`config.mk`:
```
export PLATFORM = sky130hd
export DESIGN_NAME = nand_page_reader
export DESIGN_NICKNAME = d
export VERILOG_FILES = /design/src/rtl/nand_page_reader.sv
export SDC_FILE = /design/constraint.sdc
export NUM_CORES = 1
export LEC_CHECK = 0
export CORE_MARGIN = 8
export CORE_UTILIZATION = 29
export DETAILED_ROUTE_END_ITERATION = 8
export RECOVER_POWER = 50
export SETUP_SLACK_MARGIN = 0.3
export SLEW_MARGIN = 0
export SYNTH_ARGS = -nofsm -noshare
export SYNTH_HDL_FRONTEND = slang
export SYNTH_SLANG_ARGS = --single-unit
```
`constraint.sdc`:
```
create_clock -name clk -period 1.93 [get_ports clk]
set_input_delay 0.2895 -clock clk [delete_from_list [all_inputs] [get_ports clk]]
set_output_delay 0.2895 -clock clk [all_outputs]
set_load 0.005 [all_outputs]
```
`src/rtl/nand_page_reader.sv`:
```
`default_nettype none
// ============================================================================
//  Module   : nand_page_reader
//  Purpose  : Waits out tWB and R/B# busy, strobes RE# once per byte and
//             streams the captured IO bytes out over a valid/ready handshake.
//  Revision : 1.0  initial release
// ============================================================================
module nand_page_reader #(
    parameter int unsigned PAGE_BYTES  = 2048,
    parameter int unsigned RE_LOW_CYC  = 2,
    parameter int unsigned RE_HIGH_CYC = 2,
    parameter int unsigned TWB_CYC     = 4,
    parameter int unsigned TIMEOUT_CYC = 65535
) (
    input  logic        clk,
    input  logic        rst,
    input  logic        start,
    input  logic [15:0] len,
    input  logic        RB,
    input  logic [7:0]  io_in,
    output logic        RE,
    output logic        busy,
    output logic [7:0]  data_out,
    output logic        data_valid,
    input  logic        data_ready,
    output logic        done,
    output logic        timeout
);

    localparam logic [2:0] S_IDLE    = 3'd0;
    localparam logic [2:0] S_TWB     = 3'd1;
    localparam logic [2:0] S_WAIT_RB = 3'd2;
    localparam logic [2:0] S_RE_LOW  = 3'd3;
    localparam logic [2:0] S_RE_HIGH = 3'd4;

    // One shared phase counter serves tWB, the R/B wait and both RE phases.
    localparam int unsigned MAX_A   = (TIMEOUT_CYC > TWB_CYC) ? TIMEOUT_CYC : TWB_CYC;
    localparam int unsigned MAX_B   = (RE_LOW_CYC > RE_HIGH_CYC) ? RE_LOW_CYC : RE_HIGH_CYC;
    localparam int unsigned CNT_MAX = (MAX_A > MAX_B) ? MAX_A : MAX_B;
    localparam int unsigned CW      = $clog2(CNT_MAX + 1);

    localparam logic [CW-1:0] TWB_LAST  = CW'(TWB_CYC - 1);
    localparam logic [CW-1:0] TMO_LAST  = CW'(TIMEOUT_CYC - 1);
    localparam logic [CW-1:0] LOW_LAST  = CW'(RE_LOW_CYC - 1);
    localparam logic [CW-1:0] HIGH_LAST = CW'(RE_HIGH_CYC - 1);
    localparam logic [15:0]   PAGE_LEN  = 16'(PAGE_BYTES);

    logic          rb_meta_q, rb_s_q;
    logic [2:0]    state_q,    state_d;
    logic [CW-1:0] cnt_q,      cnt_d;
    logic [15:0]   byte_cnt_q, byte_cnt_d;
    logic [15:0]   eff_len_q,  eff_len_d;
    logic          re_q,       re_d;
    logic          busy_q,     busy_d;
    logic [7:0]    dout_q,     dout_d;
    logic          valid_q,    valid_d;
    logic          done_q,     done_d;
    logic          timeout_q,  timeout_d;
    logic [15:0]   w_eff_len;

    assign w_eff_len = (len > PAGE_LEN) ? PAGE_LEN : len;

    always_ff @(posedge clk) begin
        if (rst) begin
            rb_meta_q <= 1'b0;
            rb_s_q    <= 1'b0;
        end else begin
            rb_meta_q <= RB;
            rb_s_q    <= rb_meta_q;
        end
    end

    always_comb begin
        state_d    = state_q;
        cnt_d      = cnt_q;
        byte_cnt_d = byte_cnt_q;
        eff_len_d  = eff_len_q;
        re_d       = 1'b1;
        busy_d     = busy_q;
        dout_d     = dout_q;
        valid_d    = valid_q & ~data_ready;
        done_d     = 1'b0;
        timeout_d  = 1'b0;

        case (state_q)
            S_IDLE: begin
                if (start) begin
                    eff_len_d  = w_eff_len;
                    byte_cnt_d = 16'd0;
                    cnt_d      = '0;
                    if (w_eff_len == 16'd0) begin
                        done_d = 1'b1;
                    end else begin
                        busy_d  = 1'b1;
                        state_d = S_TWB;
                    end
                end
            end
            S_TWB: begin
                if (cnt_q == TWB_LAST) begin
                    cnt_d   = '0;
                    state_d = S_WAIT_RB;
                end else begin
                    cnt_d = cnt_q + 1'b1;
                end
            end
            S_WAIT_RB: begin
                if (rb_s_q) begin
                    cnt_d   = '0;
                    re_d    = 1'b0;
                    state_d = S_RE_LOW;
                end else if (cnt_q == TMO_LAST) begin
                    cnt_d     = '0;
                    timeout_d = 1'b1;
                    busy_d    = 1'b0;
                    state_d   = S_IDLE;
                end else begin
                    cnt_d = cnt_q + 1'b1;
                end
            end
            S_RE_LOW: begin
                // The holding register is guaranteed free here: RE_LOW is only
                // entered when it was empty or being drained.
                if (cnt_q == LOW_LAST) begin
                    dout_d     = io_in;
                    valid_d    = 1'b1;
                    byte_cnt_d = byte_cnt_q + 16'd1;
                    cnt_d      = '0;
                    state_d    = S_RE_HIGH;
                end else begin
                    cnt_d = cnt_q + 1'b1;
                    re_d  = 1'b0;
                end
            end
            S_RE_HIGH: begin
                if (cnt_q != HIGH_LAST) begin
                    cnt_d = cnt_q + 1'b1;
                end
                if (byte_cnt_q == eff_len_q) begin
                    if (valid_q && data_ready) begin
                        done_d  = 1'b1;
                        busy_d  = 1'b0;
                        cnt_d   = '0;
                        state_d = S_IDLE;
                    end
                end else if ((cnt_q == HIGH_LAST) && (!valid_q || data_ready)) begin
                    cnt_d   = '0;
                    re_d    = 1'b0;
                    state_d = S_RE_LOW;
                end
            end
            default: begin
                state_d = S_IDLE;
                busy_d  = 1'b0;
            end
        endcase
    end

    always_ff @(posedge clk) begin
        if (rst) begin
            state_q    <= S_IDLE;
            cnt_q      <= '0;
            byte_cnt_q <= 16'd0;
            eff_len_q  <= 16'd0;
            re_q       <= 1'b1;
            busy_q     <= 1'b0;
            dout_q     <= 8'd0;
            valid_q    <= 1'b0;
            done_q     <= 1'b0;
            timeout_q  <= 1'b0;
        end else begin
            state_q    <= state_d;
            cnt_q      <= cnt_d;
            byte_cnt_q <= byte_cnt_d;
            eff_len_q  <= eff_len_d;
            re_q       <= re_d;
            busy_q     <= busy_d;
            dout_q     <= dout_d;
            valid_q    <= valid_d;
            done_q     <= done_d;
            timeout_q  <= timeout_d;
        end
    end

    assign RE         = re_q;
    assign busy       = busy_q;
    assign data_out   = dout_q;
    assign data_valid = valid_q;
    assign done       = done_q;
    assign timeout    = timeout_q;

endmodule
`default_nettype wire

```
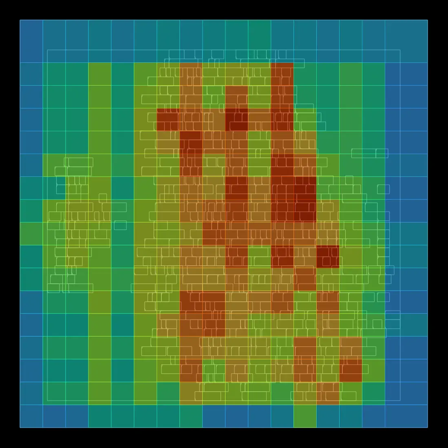
Figure 1: routing congestion map.
Layout Utilization: 50.14%
met1 Use GR: 17.88%

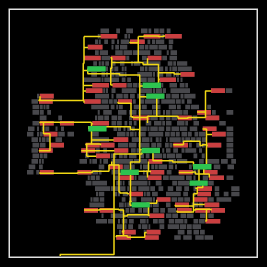
Figure 2: clock network drawn from the DEF.
Drawn at 2 px/µm.
[clock-net drivers] green | count: 9
[flip-flops] red | count: 66
[clock wires] yellow | length: 959 µm
flops lie	widely spread
routed clock nets	10

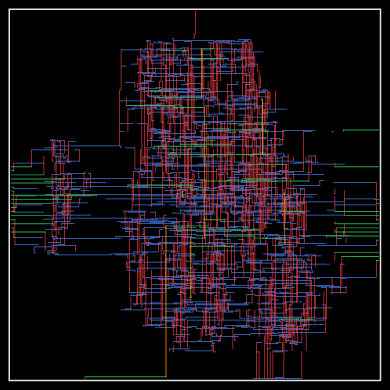
Figure 3: signal wires by layer.
Drawn at 3 px/µm.
layer	color	wire length
M1	blue	4920 µm
M3	green	704 µm
M4	orange	165 µm
M2	red	4990 µm
vias after detailed routing: 3454
DRT Wirelength: 10780 µm

==> reports/metrics.csv <==
metric,value,unit
min setup slack post-route,-28.99,ps
CP Cell Sequence,"xor2_1, nor4_2, buf_4, buf_4, and4_4, o21ai_4, buf_6, a2111oi_4, nor4b_2",
Most used DFF post-synth,dfxtp_1,
"delay-heaviest family, CP",simple AND/OR/NAND/NOR gates,
Leak Pwr,2.339,nW
routability congestion estimate,0.8100,
PD cells,936.6,nW/µm²
final hold vios,0,
# DRC,0,
hold crit path type,in2reg,
hold_sp,len[4],
Sink Count,66,
reg-to-reg startpoint,eff_len_q[3],
"Slew Viols, Final",0,
Nets,555,
clock latency at the later pin of the worst-skew pair,330,ps
initial antenna violation count,0,
adder-cell area share of the yosys netlist,1.874,%
status,"finished, violations left",
Min-Delay Endpoint,eff_len_q[4],
layout cell share with drive strength beyond 1,42.02,%
main area contributors,"dfxtp_1 40%, xor2_1 5.8%, nand2_1 4.6%, nor2_1 4.4%, and3_1 3.4%",
"Cell Area, Placed",4627,µm²
final setup vio count,3,
failing checks,negative setup slack,
Synthesized Nets,427,
Final Power,5.317,mW
CTS tree,yes,
full die area,15200,µm²
"Seq share, synth",39.58,%
drt wl/cell,16.11,µm
Post-synth EDFFs,0,
register area,1376,µm²
gr usage total,14.05,%
fraction of registers with async set/reset,0,%
Ports,42,
fill cell count,1010,
CORE AREA,11320,µm²
power groups by stage:
stage	Clock (mW)	Combinational [mW]	Sequential [mW]
after floorplan	0	0.803	1.48
after global placement	0	1.28	1.49
after detailed placement	0	1.30	1.50
after CTS	1.94	1.73	1.46
after global routing	2.01	2.05	1.48
final	1.92	1.93	1.47
stage by stage:
step	utilization [%]	worst slack, ps	cells
global route	50.14	-102.2	669
global placement	40.87	-218.7	626
floorplan	-	106.5	393
CTS	47.83	1.576	663
finish	50.14	-28.99	669
detailed placement	40.87	-204.3	626
sequential cells by signal (all words and copies together) (netlist names):
register and flops:
state_q 3, data_out 8, eff_len_q 16, RE 1, rb_s_q 1, busy 1, timeout 1, rb_meta_q 1
cnt_q 16, byte_cnt_q 16, data_valid 1, done 1
layout by cell type (no fill, tap or decap), types with 9 or more instances in the layout:
cell	n
nand2_1	31
nor2_1	33
nand2_2	9
clkbuf_16	12
nand4_1	9
nor3_1	14
nor4_4	12
clkdlybuf4s50_1	22
nor4_1	9
and3_1	16
dlygate4sd3_1	13
xor2_1	20
dfxtp_2	14
a22o_1	11
buf_4	64
dfxtp_4	10
dfxtp_1	42
buf_6	20
a21oi_1	15
nand3_1	14
cells in the mapped netlist, types with 3 or more instances:
| cell type | n |
|---|---|
| buf_2 | 4 |
| nor4_4 | 3 |
| xnor2_1 | 9 |
| nor3_1 | 19 |
| o21ai_0 | 11 |
| nor2_1 | 39 |
| xor2_1 | 22 |
| dfxtp_1 | 66 |
| o31ai_1 | 4 |
| and2_1 | 7 |
| a2111oi_0 | 3 |
| nand2_1 | 41 |
| nand3_1 | 19 |
| clkbuf_1 | 10 |
| ha_1 | 5 |
| and3_1 | 18 |
| nor4_2 | 4 |
| nand2b_1 | 3 |
| nand4_1 | 9 |
| a22o_1 | 11 |
| o22ai_1 | 4 |
| inv_1 | 7 |
| nor4_1 | 17 |
| nor2b_1 | 4 |
| a211oi_1 | 8 |
| a21oi_1 | 18 |
routing by layer:
| metal | vias up | part of all wire [%] | global-route usage [%] |
|---|---|---|---|
| li1 | 1689 | - | - |
| met1 | 1656 | 46 | 17.88 |
| met2 | 92 | 46 | 21.93 |
| met3 | 17 | 6.5 | 3.744 |
| met4 | 0 | 1.5 | 6.095 |
| met5 | - | 0 | 0 |
cell type report:
| cell class | instances | share of cell area, % |
|---|---|---|
| sequential | 66 | 24.25 |
| clock inverter | 5 | 1.433 |
| tap | 143 | 3.152 |
| multi-input combinational | 304 | 43.42 |
| inverter | 7 | 0.5069 |
| clock buffer | 11 | 4.849 |
| timing repair buffer | 133 | 22.39 |
repair_timing:
item / in CTS / in global routing
hold buffers: 0 / 0
pin swaps: 53 / 22
cloned: 2 / 2
buffers inserted: 19 / 4
gates resized: 70 / 54
setup endpoints to repair: 59 / 59
worst max-delay path by stage:
stage | startpoint | endpoint | slack, ps | cells after the start
2_1_floorplan | byte_cnt_q[3] | cnt_q[8] | 110 | 7
3_3_place_gp | len[0] | state_q[0] | -220 | 8
3_5_place_dp | len[0] | state_q[0] | -200 | 8
4_1_cts | cnt_q[10] | cnt_q[14] | 2 | 9
5_1_grt | eff_len_q[3] | cnt_q[13] | -100 | 9
6_report | eff_len_q[3] | cnt_q[13] | -30 | 9
Power figures rest on the tool's default switching activity, not on a simulated workload.
